## config.mk

```make
export PLATFORM = sky130hd
export DESIGN_NAME = pll_reset_sequencer
export DESIGN_NICKNAME = d
export VERILOG_FILES = /design/src/rtl/pll_reset_sequencer.sv
export SDC_FILE = /design/constraint.sdc
export NUM_CORES = 1
export LEC_CHECK = 0
export ABC_AREA = 1
export ABC_CLOCK_PERIOD_IN_PS = 5600
export CORE_MARGIN = 2
export CORE_UTILIZATION = 48
export CTS_CLUSTER_SIZE = 8
export DETAILED_ROUTE_END_ITERATION = 12
export PLACE_DENSITY_LB_ADDON = 0.1
export SKIP_LAST_GASP = 1
export SYNTH_ARGS = -nofsm -noshare
export SYNTH_HDL_FRONTEND = slang
export SYNTH_SLANG_ARGS = --single-unit
```

## constraint.sdc

```tcl
create_clock -name clock -period 5.6 [get_ports clock]
set_input_delay 1.12 -clock clock [delete_from_list [all_inputs] [get_ports clock]]
set_output_delay 1.12 -clock clock [all_outputs]
set_load 0.01 [all_outputs]
```

## src/rtl/pll_reset_sequencer.sv

```systemverilog
// Purpose: owns the ECP5 PLL RST pulse, qualifies async LOCK, and gates the active-low core reset.
// Latency: LOCK rise to sys_rst_n release = 2 sync + 1 + STABLE_CYCLES clocks; LOCK loss to core reset = 3 clocks.
// Backpressure: none; restart preempts every transition. Define PLL_SEQ_RETRY_LIMIT_EN to enable the FAIL state.
module pll_reset_sequencer #(
  parameter int RST_CYCLES    = 16,
  parameter int LOCK_TIMEOUT  = 65536,
  parameter int STABLE_CYCLES = 1024,
  parameter int MAX_RETRIES   = 7,
  parameter int CNT_W         = 17
) (
  input  logic       clock,
  input  logic       reset_n,
  input  logic       pll_lock,
  input  logic       restart,
  output logic       pll_rst,
  output logic       sys_rst_n,
  output logic [2:0] state,
  output logic [3:0] retries,
  output logic [7:0] lock_losses,
  output logic       fail
);

  typedef enum logic [2:0] {
    RESET_PLL = 3'd0,
    WAIT_LOCK = 3'd1,
    STABLE    = 3'd2,
    RUN       = 3'd3
`ifdef PLL_SEQ_RETRY_LIMIT_EN
    , FAIL    = 3'd4
`endif
  } state_t;

  localparam logic [CNT_W-1:0] RST_LAST     = CNT_W'(RST_CYCLES - 1);
  localparam logic [CNT_W-1:0] TIMEOUT_LAST = CNT_W'(LOCK_TIMEOUT - 1);
  localparam logic [CNT_W-1:0] STABLE_LAST  = CNT_W'(STABLE_CYCLES - 1);
  localparam logic [3:0]       RETRY_LIMIT  = 4'(MAX_RETRIES);

  // Where a timeout with an exhausted budget lands; without the limit it simply retries.
`ifdef PLL_SEQ_RETRY_LIMIT_EN
  localparam state_t GIVE_UP_STATE = FAIL;
`else
  localparam state_t GIVE_UP_STATE = RESET_PLL;
`endif

  state_t           cur_state;
  state_t           nxt_state;
  logic             sync_q;
  logic             lock_s;
  logic [CNT_W-1:0] cnt;
  logic [3:0]       retries_nxt;
  logic [3:0]       retries_sat;
  logic [7:0]       losses_nxt;
  logic [7:0]       losses_sat;
  logic             pll_rst_d;

  assign state       = cur_state;
  assign retries_sat = (retries == 4'hF) ? retries : retries + 4'd1;
  assign losses_sat  = (lock_losses == 8'hFF) ? lock_losses : lock_losses + 8'd1;

  // Two-flop synchronizer for the PLL LOCK output; the FSM only ever sees lock_s.
  always_ff @(posedge clock or negedge reset_n) begin
    if (!reset_n) begin
      sync_q <= 1'b0;
      lock_s <= 1'b0;
    end else begin
      sync_q <= pll_lock;
      lock_s <= sync_q;
    end
  end

  // Next-state, counter bookkeeping and output decode; restart overrides everything.
  always_comb begin
    nxt_state   = cur_state;
    retries_nxt = retries;
    losses_nxt  = lock_losses;
    if (restart) begin
      nxt_state   = RESET_PLL;
      retries_nxt = 4'd0;
    end else begin
      case (cur_state)
        RESET_PLL: if (cnt == RST_LAST) nxt_state = WAIT_LOCK;
        WAIT_LOCK: begin
          if (lock_s) begin
            nxt_state = STABLE;
          end else if (cnt == TIMEOUT_LAST) begin
            retries_nxt = retries_sat;
            nxt_state   = (retries == RETRY_LIMIT) ? GIVE_UP_STATE : RESET_PLL;
          end
        end
        STABLE: begin
          if (!lock_s) begin
            nxt_state = WAIT_LOCK;
          end else if (cnt == STABLE_LAST) begin
            nxt_state   = RUN;
            retries_nxt = 4'd0;
          end
        end
        RUN: begin
          if (!lock_s) begin
            nxt_state  = WAIT_LOCK;
            losses_nxt = losses_sat;
          end
        end
`ifdef PLL_SEQ_RETRY_LIMIT_EN
        FAIL: nxt_state = FAIL;
`endif
        default: nxt_state = RESET_PLL;
      endcase
    end
    pll_rst_d = (nxt_state == RESET_PLL);
`ifdef PLL_SEQ_RETRY_LIMIT_EN
    if (nxt_state == FAIL) pll_rst_d = 1'b1;
`endif
  end

  // State, shared counter (cleared on any state change or restart) and registered outputs.
  always_ff @(posedge clock or negedge reset_n) begin
    if (!reset_n) begin
      cur_state   <= RESET_PLL;
      cnt         <= '0;
      retries     <= 4'd0;
      lock_losses <= 8'd0;
      pll_rst     <= 1'b1;
      sys_rst_n   <= 1'b0;
    end else begin
      cur_state   <= nxt_state;
      retries     <= retries_nxt;
      lock_losses <= losses_nxt;
      pll_rst     <= pll_rst_d;
      sys_rst_n   <= (nxt_state == RUN);
      if (restart || (nxt_state != cur_state)) cnt <= '0;
      else if (cnt != '1)                      cnt <= cnt + CNT_W'(1);
    end
  end

`ifdef PLL_SEQ_RETRY_LIMIT_EN
  // Budget-exhausted flag, registered alongside the state it decodes.
  always_ff @(posedge clock or negedge reset_n) begin
    if (!reset_n) fail <= 1'b0;
    else          fail <= (nxt_state == FAIL);
  end
`else
  assign fail = 1'b0;
`endif

endmodule
```

==> impl_metrics.toml, run 1 <==
# yosys + openroad results
[detailed_routing]
top_layer_used = "met4"
drt-vias-per-instance = 4.875
drt_wl_total_microns = 3588
wl_met2_microns = 1679

[die]
fp-row-count = 23
dieWidth_microns = 68.88
taps = 50
core_sq_um = 4029
initial_utilization_pct = 50.16
die_h_microns = 68.88

[synth]
aoi_share_pct = 2.105
synth_area_sq_um = 2021
yosys_warnings = 0
ys_sh_adder_pct = 3.096
synthTopCellsByCount = "nand2_1, dfrtp_1, nor2_1"
synth-seq-cells = 36
synth_seq_share_pct = 44.64
ff_type = "dfrtp_1"
syn_area_per_cell_sq_um = 8.863

[power_and_ir_drop]
power_leader = "registers"
p_int_mw = 0.3980
switching_share_pct = 21.16
vdd_drop_max_mv = 0.1448
pwr-share-clk_pct = 44.5

[final_timing]
slew_headroom_pct = 47.02
setup_violations = 0
fin_worst_skew_ns = 0.004415
slew_violations = 0
worstMarginPinSlew_ns = 0.7947

[global_routing]
antenna_found_initial = 0
grt_pass1_wl_microns = 6113
use_met1_pct = 23.29
grt_pass1_vias = 1382

[final_layout]
dominant_cells = "multi-input combinational cells"
flop_area_sq_um = 902.1
fin_cells = 304
reg_top3 = "cnt: 17 flops, lock_losses: 8 flops, retries: 4 flops"
sh_seq_area_pct = 38.37
buffers = 20
logic_gate_count = 164
drive_above_1_share_pct = 13.78
clk_share_pct = 4.577
largest-register = "cnt"
comb_area_sq_um = 984.7
largest_register_ffs = 17
clock_buffers = 6

[worst_setup_path]
cp-start-kind = "input port"
cp_cell_sequence = "clkdlybuf4s50_1, inv_1, nand2_1, inv_1, o21ai_0, a21oi_1, nand3_4, nor2_1"
reg2regPathDepth = 14
r2r-end = "cnt[16]$_DFFE_PN0P_"
critPathSlowestCell = "clkdlybuf4s50_1"
crit_cells = 8
critPathBufInv = 3
cp-end-kind = "register"

[run]
warnings = 27

[clocking]
clockBufferDepth = 2
cts-resized-gates = 0
clock-sinks = 36
h-tree-depth = 2
cts_inserted_buffers = 5
cts_tree = "yes"

[placement]
dp_cells = 296
dp_slack_ns = 2.651

[status]
status = "finished, final reports clean"
## run 1: worst max path at each step
| stage | end | from | slack, ns |
|---|---|---|---|
| detailed placement | cnt[2]$_DFFE_PN0P_ | restart | 2.65 |
| floorplan | cnt[12]$_DFFE_PN0P_ | cnt[0]$_DFFE_PN0P_ | 3.38 |
| global placement | cnt[16]$_DFFE_PN0P_ | restart | 2.73 |
| CTS | cnt[16]$_DFFE_PN0P_ | restart | 2.95 |
| finish | cnt[16]$_DFFE_PN0P_ | restart | 2.93 |
| global route | cnt[3]$_DFFE_PN0P_ | cnt[0]$_DFFE_PN0P_ | 2.78 |
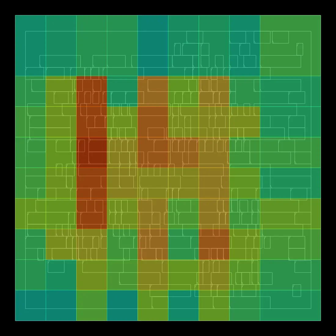
**Above:** run 1 (routing congestion).
met3 Resource Use GR: 3.896%
busiest grt layer: met2
Overall Global Routing Usage: 17.78%
M2 GR Usage: 28.85%
final design utilization: 58.35%

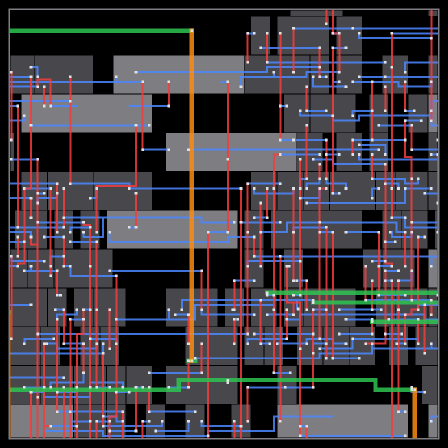
**Above:** run 1 (zoomed window).
Window x 19 to 49, y 33 to 63 microns. Cells in gray, sequential cells in the stronger gray; small squares are vias.
- M4: orange
- M2: red
- M3: green
- M1: blue
- most frequent: nand2_1 (15), nand3_1 (11), inv_1 (10)
- netlist names of flops here include: cnt (2), retries (2)
- cells with their middle in the window: 79
- sequential cells in the window: 5

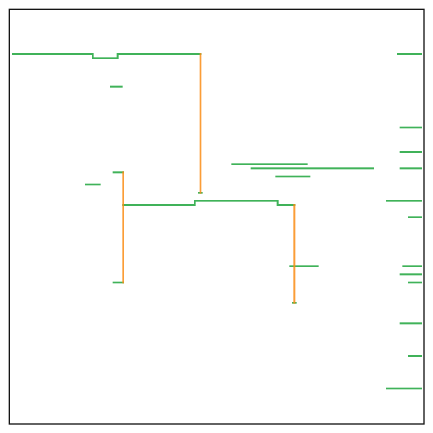
**Above:** run 1 (signal wires by layer).
Scale: 6 px per micron. Only two layers are drawn.
- M4: orange (wire length 57.8 microns)
- M3: green (wire length 155 microns)

**Run 1: metal 1**

Scale: 6 px per micron. Supply wires on this layer in gray.
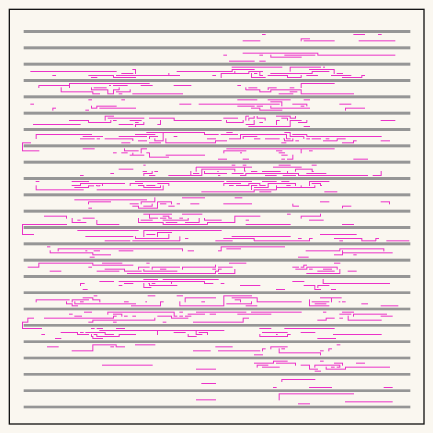

--- run 2 (diff from run 1) ---
- ABC_CLOCK_PERIOD_IN_PS: 5600 -> 2800
- clock period: 5.6 -> 2.8 ns (I/O delays scaled with it)
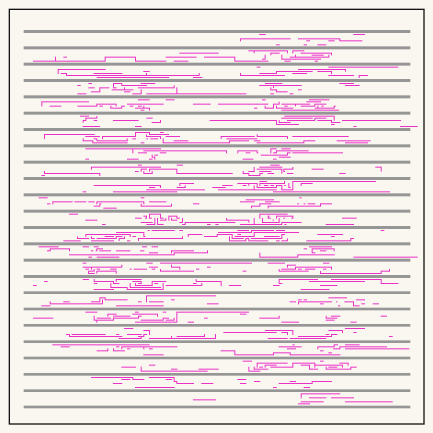
**Above:** run 2 (metal 1).
Scale: 6 px per micron. Supply wires on this layer in gray.
- nets with wire on the layer: 237
- share of all routed wire: 48%
- longest straight run: 22.1 microns
- wire length on this layer: 1710 microns
- main direction: horizontal

==> impl_metrics.toml, run 2 <==
# yosys + openroad results
[final_timing]
max_freq_ghz = 0.3941
worstMarginPinSlew_ns = 0.7690
slew_headroom_pct = 48.73
fin_worst_skew_ns = 0.008179
setup_violations = 0
slew_violations = 0
finalHoldViolCount = 0

[global_routing]
use_met1_pct = 21.78
use_met3_pct = 3.409
grt_pass1_vias = 1466
gr-max-usage-layer = "met2"
grt_pass1_wl_microns = 6099
grt_use_met2_pct = 29.45
antenna_found_initial = 0
track_usage_pct = 17.66

[detailed_routing]
top_layer_used = "met4"
dr_wl_met3_microns = 118
wl_met2_microns = 1640
drt-vias-per-instance = 4.967
drt_iter0_drc = 84
drt_wl_total_microns = 3541

[final_layout]
fin_nets = 263
largest_register_ffs = 17
largest-register = "cnt"
num-fill-cells = 378
flop_area_sq_um = 902.1
clk_share_pct = 3.848
design_area_sq_um = 2341
drive_above_1_share_pct = 13.73
fin_cells = 305
comb_area_sq_um = 984.7
logic_gate_count = 164
buffers = 21
reg_top3 = "cnt: 17 flops, lock_losses: 8 flops, retries: 4 flops"
sh_seq_area_pct = 38.54
utilization_pct = 58.11
clock_buffers = 8
dominant_cells = "multi-input combinational cells"

[synth]
synth_area_sq_um = 2021
synth-seq-cells = 36
syn_area_per_cell_sq_um = 8.863
enable_flop_cells = 0
aoi_share_pct = 2.105
synth_seq_share_pct = 44.64
yosys_warnings = 0
mux_share_pct = 0.4954
ys_sh_adder_pct = 3.096
ff_type = "dfrtp_1"
synthTopCellsByCount = "nand2_1, dfrtp_1, nor2_1"
top_cells_by_area = "dfrtp_1, nand2_1, nor2_4, xor2_1, nor2_1"

[clocking]
cts_inserted_buffers = 5
cts_tree = "yes"
clockBufferDepth = 2
h-tree-depth = 2
clock-sinks = 36
cts-resized-gates = 0
clkTransAtPathRegs_ns = 0.07

[placement]
postPlaceCellArea_sq_um = 2251
dp_cells = 297
dp_slack_ns = 0.2400

[die]
die_h_microns = 68.88
initial_utilization_pct = 50.16
dieWidth_microns = 68.88
die_area_sq_um = 4744
taps = 50
fp-row-count = 23
core_sq_um = 4029

[worst_setup_path]
startpoint = "cnt[0]$_DFFE_PN0P_"
r2r-end = "cnt[5]$_DFFE_PN0P_"
cp-start-kind = "register"
reg2regPathDepth = 14
cp-end-kind = "register"
setup.worst_path.end = "cnt[5]$_DFFE_PN0P_"

[status]
status = "finished, final reports clean"

[power_and_ir_drop]
switching_share_pct = 22.26
vdd_drop_max_mv = 0.2032
comb-power_mw = 0.0346
powerDensity_nw_per_um2 = 402.5
p_int_mw = 0.7326
pwr-share-clk_pct = 40.5
p_comb_share_pct = 3.7
clock_power_mw = 0.381
power_leader = "registers"

[run]
warnings = 27
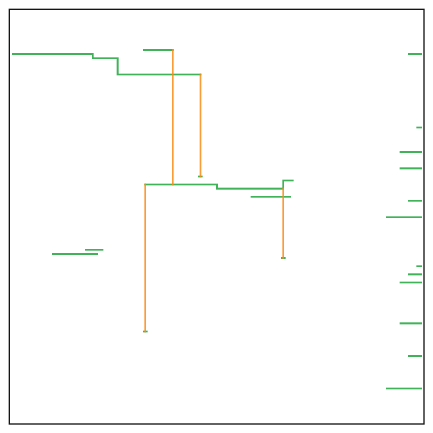
**Above:** run 2 (signal wires by layer).
Scale: 6 px per micron. Only two layers are drawn.
- M4: orange (wire length 75.5 microns)
- M3: green (wire length 118 microns)

[run 2: cell types whose count changed in the layout (fill, tap and decap cells not counted), sizes merged]
cell | before | now
clkinv | 3 | 2
bufinv | 1 | 0
clkbuf | 6 | 8
buf | 1 | 2
[run 2: worst max-delay path, cell delays in order (launching register included)]
cell and delay [ns]:
dfrtp_1 0.37, ha_1 0.17, nand2_1 0.07, inv_1 0.07
nand2_1 0.11, nor4_1 0.42, ha_1 0.25, nand2_1 0.06
nand3_1 0.08, nand2_1 0.05, inv_1 0.06, nand3_2 0.10
nand3_1 0.13, nand3_4 0.32, nor2_1 0.19
[run 2: repair_timing]
item	CTS	global route
setup buffers	0	0
setup endpoints to repair	0	1
hold endpoints to repair	0	0
**Run 2: logic cells by family**

Scale: 6 px per micron.
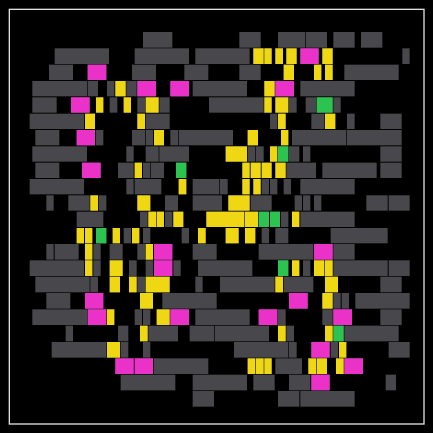

--- run 3 (diff from run 2) ---
- REMOVE_ABC_BUFFERS: default -> 1
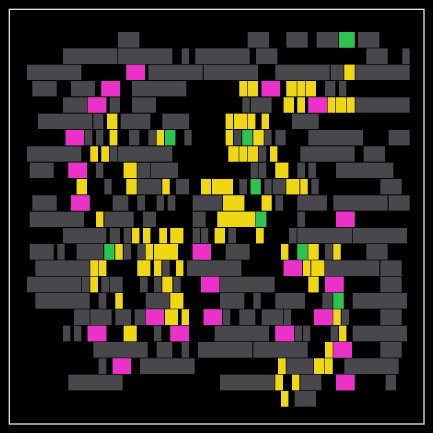
**Above:** run 3 (logic cells by family).
Scale: 6 px per micron.
- aoi and oai cells: green (cells 8; most used o21ai_0)
- nand cells: yellow (cells 75; most used nand2_1)
- xor and xnor cells: magenta (cells 22; most used xor2_1; where spread over the die)

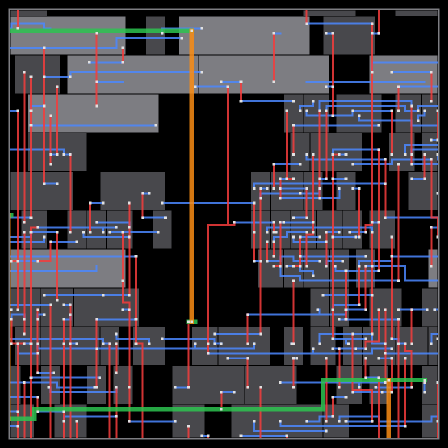
**Above:** run 3 (zoomed window).
Window x 19 to 49, y 33 to 63 microns. Cells in gray, sequential cells in the stronger gray; small squares are vias.
- M4: orange
- M1: blue
- M3: green
- M2: red
- cells with their middle in the window: 73
- sequential cells in the window: 7
- netlist names of flops here include: cnt (2), retries (2)
- most frequent: nand2_1 (12), inv_1 (11), nand3_1 (9)

==> impl_metrics.toml, run 3 <==
# yosys + openroad results
[status]
status = "finished, final reports clean"

[final_timing]
worstMarginPinSlew_ns = 0.7685
setup_violations = 0
fin_worst_skew_ns = 0.003767
slew_headroom_pct = 48.76
max_freq_ghz = 0.4141
finalHoldViolCount = 0

[power_and_ir_drop]
pwr-share-clk_pct = 37.3
powerDensity_nw_per_um2 = 381.0
vdd_drop_max_mv = 0.2756
power_leader = "registers"
powerSeq_mw = 0.526
switching_share_pct = 21.96
p_int_mw = 0.7072
comb-power_mw = 0.0422
p_comb_share_pct = 4.7

[clocking]
cts_inserted_buffers = 5
cts_tree = "yes"
post_cts_buffers = 0
clockBufferDepth = 2
cts-resized-gates = 0
clkTransAtPathRegs_ns = 0.07

[global_routing]
use_met3_pct = 4.221
grt_pass1_vias = 1401
gr-max-usage-layer = "met2"
grt_use_met2_pct = 27.76
grt_pass1_wl_microns = 5920

[final_layout]
comb_area_sq_um = 984.7
fin_nets = 268
clk_share_pct = 3.261
largest-register = "cnt"
sh_seq_area_pct = 37.93
dominant_cells = "multi-input combinational cells"
largest_register_ffs = 17
flop_area_sq_um = 902.1
buffer_area_share_pct = 10.63
logic_gate_count = 164
buffers = 26
fin_cells = 309
reg_top3 = "cnt: 17 flops, lock_losses: 8 flops, retries: 4 flops"
design_area_sq_um = 2379

[worst_setup_path]
slowest_delay_ns = 0.40
critPathTopFamily = "simple AND/OR/NAND/NOR gates"
crit_top_cell = "nand2_1"
reg2regPathDepth = 14
cp-start-kind = "register"
critPathBufInv = 2
cp-end-kind = "register"
r2r-end = "cnt[12]$_DFFE_PN0P_"
cp_cell_sequence = "ha_1, nand2_1, inv_1, nand2_1, nor4_1, ha_1, nor2_1, inv_1, nor2_1, nand2_1, nor2_2, nand3_1, xor2_1, nor2_4"

[synth]
synth_area_sq_um = 2021
mux_share_pct = 0.4954
ff_type = "dfrtp_1"
yosys_warnings = 0
top_cells_by_area = "dfrtp_1, nand2_1, nor2_4, xor2_1, nor2_1"
ys_sh_adder_pct = 3.096
syn_area_per_cell_sq_um = 8.863
synth-seq-cells = 36
synth_seq_share_pct = 44.64
ys_top_logic_family = "simple AND/OR/NAND/NOR gates"
aoi_share_pct = 2.105

[die]
fp-row-count = 23
die_area_sq_um = 4744
die_h_microns = 68.88
taps = 50
initial_utilization_pct = 50.16

[run]
warnings = 26

[detailed_routing]
drt_wl_total_microns = 3545
drt-vias-per-instance = 4.858
drt_iter0_drc = 65
dr_wl_met3_microns = 120
top_layer_used = "met4"
post-route-drc-count = 0

[placement]
dp_cells = 297
postPlaceCellArea_sq_um = 2251
run 3: how the worst max path moves through the flow:
| stage | from | endpoint | slack [ns] | cells after the start |
|---|---|---|---|---|
| final | cnt[1]$_DFFE_PN0P_ | cnt[12]$_DFFE_PN0P_ | 0.38 | 14 |
| after global routing | cnt[1]$_DFFE_PN0P_ | cnt[16]$_DFFE_PN0P_ | 0.12 | 16 |
| after floorplan | cnt[0]$_DFFE_PN0P_ | cnt[16]$_DFFE_PN0P_ | 0.58 | 14 |
| after detailed placement | cnt[0]$_DFFE_PN0P_ | cnt[3]$_DFFE_PN0P_ | 0.28 | 14 |
| after global placement | cnt[0]$_DFFE_PN0P_ | cnt[12]$_DFFE_PN0P_ | 0.36 | 14 |
| after CTS | cnt[0]$_DFFE_PN0P_ | cnt[3]$_DFFE_PN0P_ | 0.26 | 14 |
Power is estimated from default activity; no workload was simulated.
